**Met1 routing**

(6 px per micron) Cells faint in the background.
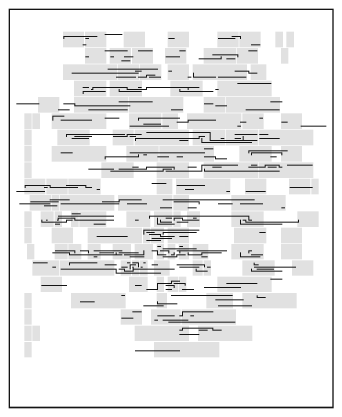
**M2 wires**

(8 px per micron)
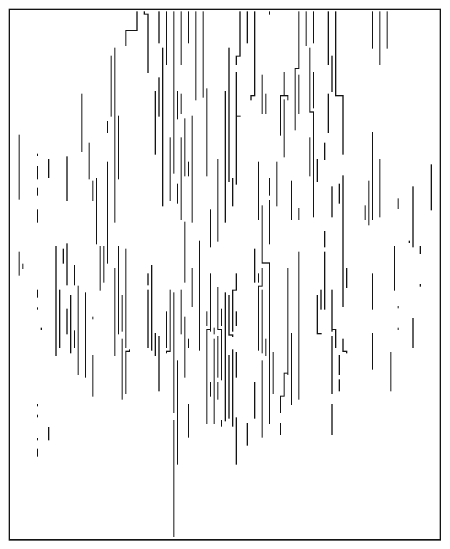
**M3 wires**

(4 px per micron) Cells faint in the background.
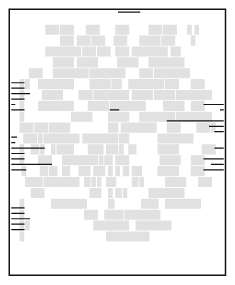
**Routing congestion**

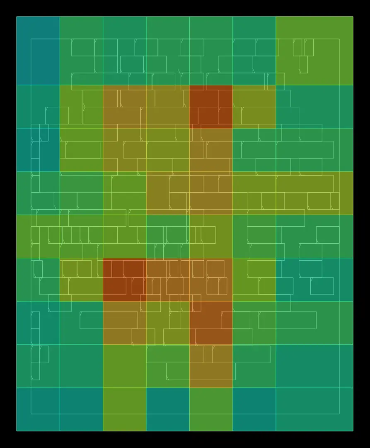
[config.mk]
export PLATFORM = sky130hd
export DESIGN_NAME = keypad_entry_buffer
export DESIGN_NICKNAME = d
export VERILOG_FILES = /design/src/rtl/keypad_pkg.sv /design/src/rtl/key_debouncer.sv /design/src/rtl/keypad_entry_buffer.sv
export SDC_FILE = /design/constraint.sdc
export NUM_CORES = 1
export LEC_CHECK = 0
export CORE_ASPECT_RATIO = 1.25
export CORE_MARGIN = 2
export CORE_UTILIZATION = 44
export DETAILED_ROUTE_END_ITERATION = 10
export PLACE_DENSITY = 0.82
export SLEW_MARGIN = 20
export SYNTH_ARGS = -nofsm -noshare
export SYNTH_HDL_FRONTEND = slang
export SYNTH_SLANG_ARGS = --single-unit
[constraint.sdc]
create_clock -name clk -period 2.4 [get_ports clk]
set_clock_uncertainty 0.2 [all_clocks]
set_input_delay 0.24 -clock clk [delete_from_list [all_inputs] [get_ports clk]]
set_output_delay 0.24 -clock clk [all_outputs]
set_load 0.01 [all_outputs]
[src/rtl/keypad_pkg.sv]
// Shared constants and types for the keypad entry buffer.
// Command codes are only decoded when KEYPAD_CMD_EN is defined.
package keypad_pkg;

   localparam logic [3:0] KEY_CLEAR  = 4'hC;
   localparam logic [3:0] KEY_BACK   = 4'hE;
   localparam logic [3:0] KEY_ENTER  = 4'hF;

   localparam int         NUM_DIGITS = 4;

   typedef enum logic [1:0] {
      IDLE,
      PRESS_DB,
      HELD,
      RELEASE_DB
   } db_state_t;

endpackage

[src/rtl/key_debouncer.sv]
// Press/release debouncer. key_strobe is a combinational "accept on this
// edge" qualifier; the parent registers it, so the registered strobe and
// the key capture land on the same clock edge.
module key_debouncer
   import keypad_pkg::*;
#(
   parameter int DEBOUNCE_CYCLES = 8
)
(
   input  logic clk,
   input  logic rst_n,
   input  logic key_pressed,
   output logic key_strobe
);

   localparam int              CW      = $clog2(DEBOUNCE_CYCLES + 1);
   // Counter is cleared on the first sampled edge, so the final stable
   // sample of the window is seen while the counter holds DEBOUNCE_CYCLES-1.
   localparam logic [CW-1:0]   CNT_END = CW'(DEBOUNCE_CYCLES - 1);

   db_state_t       r_state;
   db_state_t       w_state_next;
   logic [CW-1:0]   r_cnt;
   logic [CW-1:0]   w_cnt_next;

   // State and counter registers.
   // NOTE: sequential state uses non-blocking (<=) so every flop samples
   // pre-edge values; blocking here would create order-dependent races.
   always_ff @(posedge clk or negedge rst_n) begin
      if (!rst_n) begin
         r_state <= IDLE;
         r_cnt   <= '0;
      end else begin
         r_state <= w_state_next;
         r_cnt   <= w_cnt_next;
      end
   end

   // Next-state, counter and accept decode.
   // NOTE: every output of this block is given a default first, so no
   // path through the case can leave a signal unassigned (no latch).
   always_comb begin
      w_state_next = r_state;
      w_cnt_next   = r_cnt;
      key_strobe   = 1'b0;
      case (r_state)
         IDLE: begin
            if (key_pressed) begin
               w_state_next = PRESS_DB;
               w_cnt_next   = '0;
            end
         end
         PRESS_DB: begin
            if (!key_pressed) begin
               w_state_next = IDLE;
               w_cnt_next   = '0;
            end else if (r_cnt == CNT_END) begin
               w_state_next = HELD;
               w_cnt_next   = '0;
               key_strobe   = 1'b1;
            end else begin
               w_cnt_next   = r_cnt + CW'(1);
            end
         end
         HELD: begin
            if (!key_pressed) begin
               w_state_next = RELEASE_DB;
               w_cnt_next   = '0;
            end
         end
         RELEASE_DB: begin
            if (key_pressed) begin
               // Release bounce: back to HELD without a new strobe.
               w_state_next = HELD;
               w_cnt_next   = '0;
            end else if (r_cnt == CNT_END) begin
               w_state_next = IDLE;
               w_cnt_next   = '0;
            end else begin
               w_cnt_next   = r_cnt + CW'(1);
            end
         end
         default: begin
            w_state_next = IDLE;
            w_cnt_next   = '0;
         end
      endcase
   end

endmodule

[src/rtl/keypad_entry_buffer.sv]
// Keypad entry buffer: debounced single strobe per press, key capture and
// a 4-digit hex entry register. Define KEYPAD_CMD_EN to enable the
// C (clear), E (backspace) and F (enter/commit) command keys.
module keypad_entry_buffer
   import keypad_pkg::*;
#(
   parameter int DEBOUNCE_CYCLES = 8
)
(
   input  logic        clk,
   input  logic        rst_n,
   input  logic [3:0]  key_code,
   input  logic        key_pressed,
   output logic        key_strobe,
   output logic [3:0]  last_key,
   output logic [15:0] digits,
   output logic [2:0]  digit_cnt,
   output logic        entry_full,
   output logic        entry_valid,
   output logic [15:0] entry_value
);

   localparam logic [2:0] CNT_FULL = 3'(NUM_DIGITS);

   logic        w_accept;
   logic        r_key_strobe;
   logic [3:0]  r_last_key;
   logic [15:0] r_digits;
   logic [15:0] w_digits_next;
   logic [2:0]  r_digit_cnt;
   logic [2:0]  w_cnt_next;

   key_debouncer #(
      .DEBOUNCE_CYCLES (DEBOUNCE_CYCLES)
   ) u_debouncer (
      .clk         (clk),
      .rst_n       (rst_n),
      .key_pressed (key_pressed),
      .key_strobe  (w_accept)
   );

`ifdef KEYPAD_CMD_EN
   logic        w_commit;
   logic        r_entry_valid;
   logic [15:0] r_entry_value;

   // Key action with command decode: C clears, E backspaces, F commits.
   always_comb begin
      w_digits_next = r_digits;
      w_cnt_next    = r_digit_cnt;
      w_commit      = 1'b0;
      case (key_code)
         KEY_CLEAR: begin
            w_digits_next = '0;
            w_cnt_next    = '0;
         end
         KEY_BACK: begin
            if (r_digit_cnt != 3'd0) begin
               w_digits_next = r_digits >> 4;
               w_cnt_next    = r_digit_cnt - 3'd1;
            end
         end
         KEY_ENTER: begin
            w_commit      = 1'b1;
            w_digits_next = '0;
            w_cnt_next    = '0;
         end
         default: begin
            w_digits_next = {r_digits[11:0], key_code};
            w_cnt_next    = (r_digit_cnt == CNT_FULL) ? CNT_FULL : r_digit_cnt + 3'd1;
         end
      endcase
   end

   // Commit register: value held until the next enter key.
   always_ff @(posedge clk or negedge rst_n) begin
      if (!rst_n) begin
         r_entry_valid <= 1'b0;
         r_entry_value <= '0;
      end else begin
         r_entry_valid <= w_accept & w_commit;
         if (w_accept && w_commit) begin
            r_entry_value <= r_digits;
         end
      end
   end

   assign entry_valid = r_entry_valid;
   assign entry_value = r_entry_value;
`else
   // Key action: every code is a digit shifted in at the newest position.
   always_comb begin
      w_digits_next = {r_digits[11:0], key_code};
      w_cnt_next    = (r_digit_cnt == CNT_FULL) ? CNT_FULL : r_digit_cnt + 3'd1;
   end

   assign entry_valid = 1'b0;
   assign entry_value = '0;
`endif

   // Strobe, capture and entry registers; key_code is sampled only on accept.
   always_ff @(posedge clk or negedge rst_n) begin
      if (!rst_n) begin
         r_key_strobe <= 1'b0;
         r_last_key   <= '0;
         r_digits     <= '0;
         r_digit_cnt  <= '0;
      end else begin
         r_key_strobe <= w_accept;
         if (w_accept) begin
            r_last_key  <= key_code;
            r_digits    <= w_digits_next;
            r_digit_cnt <= w_cnt_next;
         end
      end
   end

   assign key_strobe = r_key_strobe;
   assign last_key   = r_last_key;
   assign digits     = r_digits;
   assign digit_cnt  = r_digit_cnt;
   assign entry_full = (r_digit_cnt == CNT_FULL);

endmodule

==> tab_implementation.tex <==
% Table of physical implementation metrics
\begin{tabular}{lr}
\hline
Metric & Value \\
\hline
\multicolumn{2}{l}{\textbf{Clock network}} \\
\quad Post-CTS Resized & 0 \\
\quad Num CTS Buffers & 3 \\
\quad Post-CTS Setup Bufs & 0 \\
\quad CTS tree & done \\
\quad H-tree lvl count & 1 \\
\quad Worst-Skew Late Latency & 0.31 ns \\
\quad CTS Hold Bufs & 0 \\
\quad Clock slew seen by the registers of the worst setup and hold paths & 0.13 ns \\
\quad Max clock buf depth & 2 \\
\quad Buffer type at the clock tree root & sky130\_fd\_sc\_hd\_\_clkbuf\_4 \\
\quad Number of clock sinks seen by CTS & 26 \\
\multicolumn{2}{l}{\textbf{Timing}} \\
\quad Hold violation total from the final report & 0 \\
\quad Setup repair after global routing missed its margin & false \\
\quad Number of max-slew violations in the final report & 0 \\
\quad Slew margin rel. & 0.651 \\
\quad Total negative setup slack & 0 ns \\
\quad Tightest Pin Transition & between 0.5 and 0.6 ns \\
\quad Final Setup Violations & 0 \\
\quad Achievable Freq & about 470 MHz \\
\multicolumn{2}{l}{\textbf{Synth}} \\
\quad \# Cells Yosys & 104 \\
\quad Number of synthesized register bits & 26 \\
\quad Unique cell types & 25 \\
\quad Synth Seq Share & 0.479 \\
\quad Post-synthesis cell count & 104 \\
\quad Yosys warnings & 0 \\
\quad Chip area from the yosys synthesis statistics & 1360 sq um \\
\multicolumn{2}{l}{\textbf{Drt}} \\
\quad Pre-antenna DRT Iters & 4 \\
\quad Per-cell via count in the routed design & 4.63 \\
\quad Metal2 WL & between 1 and 1.5 mm \\
\quad Number of DRC violations after detailed-routing iteration 0 & 22 \\
\multicolumn{2}{l}{\textbf{Power}} \\
\quad Switching power of the nets & 0.159 mW \\
\quad Clock group share of total power & 0.372 \\
\quad Sw Share & 0.203 \\
\quad Tot Pwr & 0.786 mW \\
\quad VDD IR max & 0.303 mV \\
\quad Leakage component of the power & 0.764 nW \\
\multicolumn{2}{l}{\textbf{Placement}} \\
\quad Count of buffers inserted at the top-level ports & 31 \\
\quad Placed insts & 164 \\
\quad Post-Place Setup Slack & 0.392 ns \\
\multicolumn{2}{l}{\textbf{Global route}} \\
\quad Maximum number of pins on one net before global-route repair & 27 \\
\quad Global-route wire length before repair & 3.51 mm \\
\quad Vias in the first global route & 782 \\
\quad Antenna violations before repair & 0 \\
\multicolumn{2}{l}{\textbf{Final layout}} \\
\quad Fillcell total & 254 \\
\quad Number of non-filler instances in the completed layout & 168 \\
\quad Layout Utilization & 0.552 \\
\quad Area growth from synthesis to layout & 19.6\% \\
\quad Dominant logic cell types in the final layout & 31 x sky130\_fd\_sc\_hd\_\_clkdlybuf4s50\_1, 26 x sky130\_fd\_sc\_hd\_\_dfrtp\_1, 17 x sky130\_fd\_sc\_hd\_\_mux2\_4, 17 x sky130\_fd\_sc\_hd\_\_conb\_1, 6 x sky130\_fd\_sc\_hd\_\_nand2\_1 \\
\quad Final nets & 143 \\
\quad Design area & 1630 sq um \\
\quad Most used logic cell in the final layout & sky130\_fd\_sc\_hd\_\_clkdlybuf4s50\_1 \\
\quad Layout cell share with drive strength beyond 1 & 0.182 \\
\multicolumn{2}{l}{\textbf{Status}} \\
\quad Result of the run & completed \\
\multicolumn{2}{l}{\textbf{Setup path}} \\
\quad Kind of critical path & reg -> out \\
\quad Maximum fanout along the worst path & 5 \\
\quad Arrival time worst endpoint & about 1.7 ns \\
\quad Cells along the critical path & inv\_1 -> ha\_1 -> and2\_1 -> clkdlybuf4s50\_1 \\
\quad Max stage delay cell, worst path & sky130\_fd\_sc\_hd\_\_clkdlybuf4s50\_1 \\
\quad Worst Setup Start Kind & register \\
\quad Register-to-register setup slack & between 0.3 and 0.4 ns \\
\quad Endpoint required time on the critical path & 1.96 ns \\
\multicolumn{2}{l}{\textbf{Floorplanning}} \\
\quad Row cnt & 22 \\
\quad Core Footprint & 2950 sq um \\
\quad Vertical die dimension & between 60 and 70 microns \\
\multicolumn{2}{l}{\textbf{Run}} \\
\quad OpenROAD warning count & 27 \\
\quad Number of max-capacitance violations reported & 0 \\
\multicolumn{2}{l}{\textbf{Worst hold path}} \\
\quad Class of the most critical hold timing path & in -> async \\
\hline
\end{tabular}
About 'met1 routing':
longest straight run: 16.6 microns
share of all routed wire: 40%

About 'M2 wires':
main direction: vertical
nets with wire on the layer: 132
longest straight run: 21.8 microns
share of all routed wire: 54%
wire length on this layer: 1,140 microns
via count: 778
final wirelength: 2.13 mm

About 'M3 wires':
longest straight run: 14.0 microns
main direction: horizontal
met3 track demand over resource: 0.0136

About 'routing congestion':
met2 usage: 0.238
Total GRT Usage: 0.133
GRT busiest layer: met2
routed wire length per instance: 12.7 microns
M1 GR Usage: 0.155

-- power by group through the flow --
stage	clock, mW	combinational (mW)	sequential (mW)
floorplan	0	0.0464	0.454
global placement	0	0.0445	0.456
detailed placement	0	0.0460	0.457
CTS	0.304	0.0458	0.448
global route	0.320	0.0514	0.449
finish	0.293	0.0454	0.448
-- sequential cells by signal, indices dropped and copies added, names as in the netlist, named ones only --
signal,count
last_key,3
digit_cnt,3
key_strobe,1
digits,13
u_debouncer.r_state,1
u_debouncer.r_cnt,4
-- cells in the mapped netlist --
library cell,count,area share
sky130_fd_sc_hd__nand3_1,2,0.0074
sky130_fd_sc_hd__o21ai_0,3,0.011
sky130_fd_sc_hd__nand2_1,6,0.017
sky130_fd_sc_hd__and3_4,1,0.0083
sky130_fd_sc_hd__buf_6,1,0.0083
sky130_fd_sc_hd__mux2i_1,2,0.015
sky130_fd_sc_hd__or2b_1,1,0.0055
sky130_fd_sc_hd__a31oi_1,1,0.0046
sky130_fd_sc_hd__xnor2_1,1,0.0064
sky130_fd_sc_hd__o22ai_1,2,0.0092
sky130_fd_sc_hd__xor2_1,2,0.013
sky130_fd_sc_hd__buf_12,2,0.029
sky130_fd_sc_hd__inv_1,3,0.0083
sky130_fd_sc_hd__mux2_4,17,0.19
sky130_fd_sc_hd__nor2b_1,1,0.0046
sky130_fd_sc_hd__a41oi_1,1,0.0064
sky130_fd_sc_hd__dfrtp_1,26,0.48
sky130_fd_sc_hd__ha_1,3,0.028
sky130_fd_sc_hd__nand3b_1,1,0.0055
sky130_fd_sc_hd__nand2b_1,1,0.0046
sky130_fd_sc_hd__buf_4,21,0.12
sky130_fd_sc_hd__conb_1,1,0.0028
sky130_fd_sc_hd__and2_1,1,0.0046
sky130_fd_sc_hd__nor2_1,3,0.0083
sky130_fd_sc_hd__and4b_4,1,0.010
-- kinds of logic (layout without fill, tap and decap cells) --
kind of cell             count (synthesis)  after routing  share of synthesized area
multiplexers                            19             19                      0.203
XOR/XNOR                                 3              3                     0.0193
adder cells (fa/ha/maj)                  3              3                     0.0276
other                                    1             17                    0.00276
buffers and inverters                   27             39                      0.162
flip-flops                              26             26                      0.479
AND-OR/OR-AND                            7              7                     0.0313
AND/OR/NAND/NOR                         18             18                     0.0755
-- path summary, 6_finish.rpt --
kind                                      startpoint  cells past startpoint            to
worst max-delay path                    digit_cnt[0]                      4    entry_full
worst min-delay path                           rst_n                      2    digits[11]
worst max register to register  u_debouncer.r_cnt[0]                      4  digit_cnt[0]
worst min register to register            digits[12]                      1    digits[12]
max in group asynchronous                      rst_n                      2  digit_cnt[2]
min in group clk                          digits[12]                      1    digits[12]
-- layout make-up --
type / instances / area [sq um] / share of cell area
sequential: 26 / 651 / 0.400
tap: 36 / 45.0 / 0.0277
clock inverter: 1 / 30.0 / 0.0185
inverter: 3 / 11.3 / 0.00693
multi-input combinational: 67 / 548 / 0.337
clock buffer: 3 / 22.5 / 0.0139
timing repair buffer: 32 / 318 / 0.196
Power figures rest on the tool's default switching activity, not on a simulated workload.
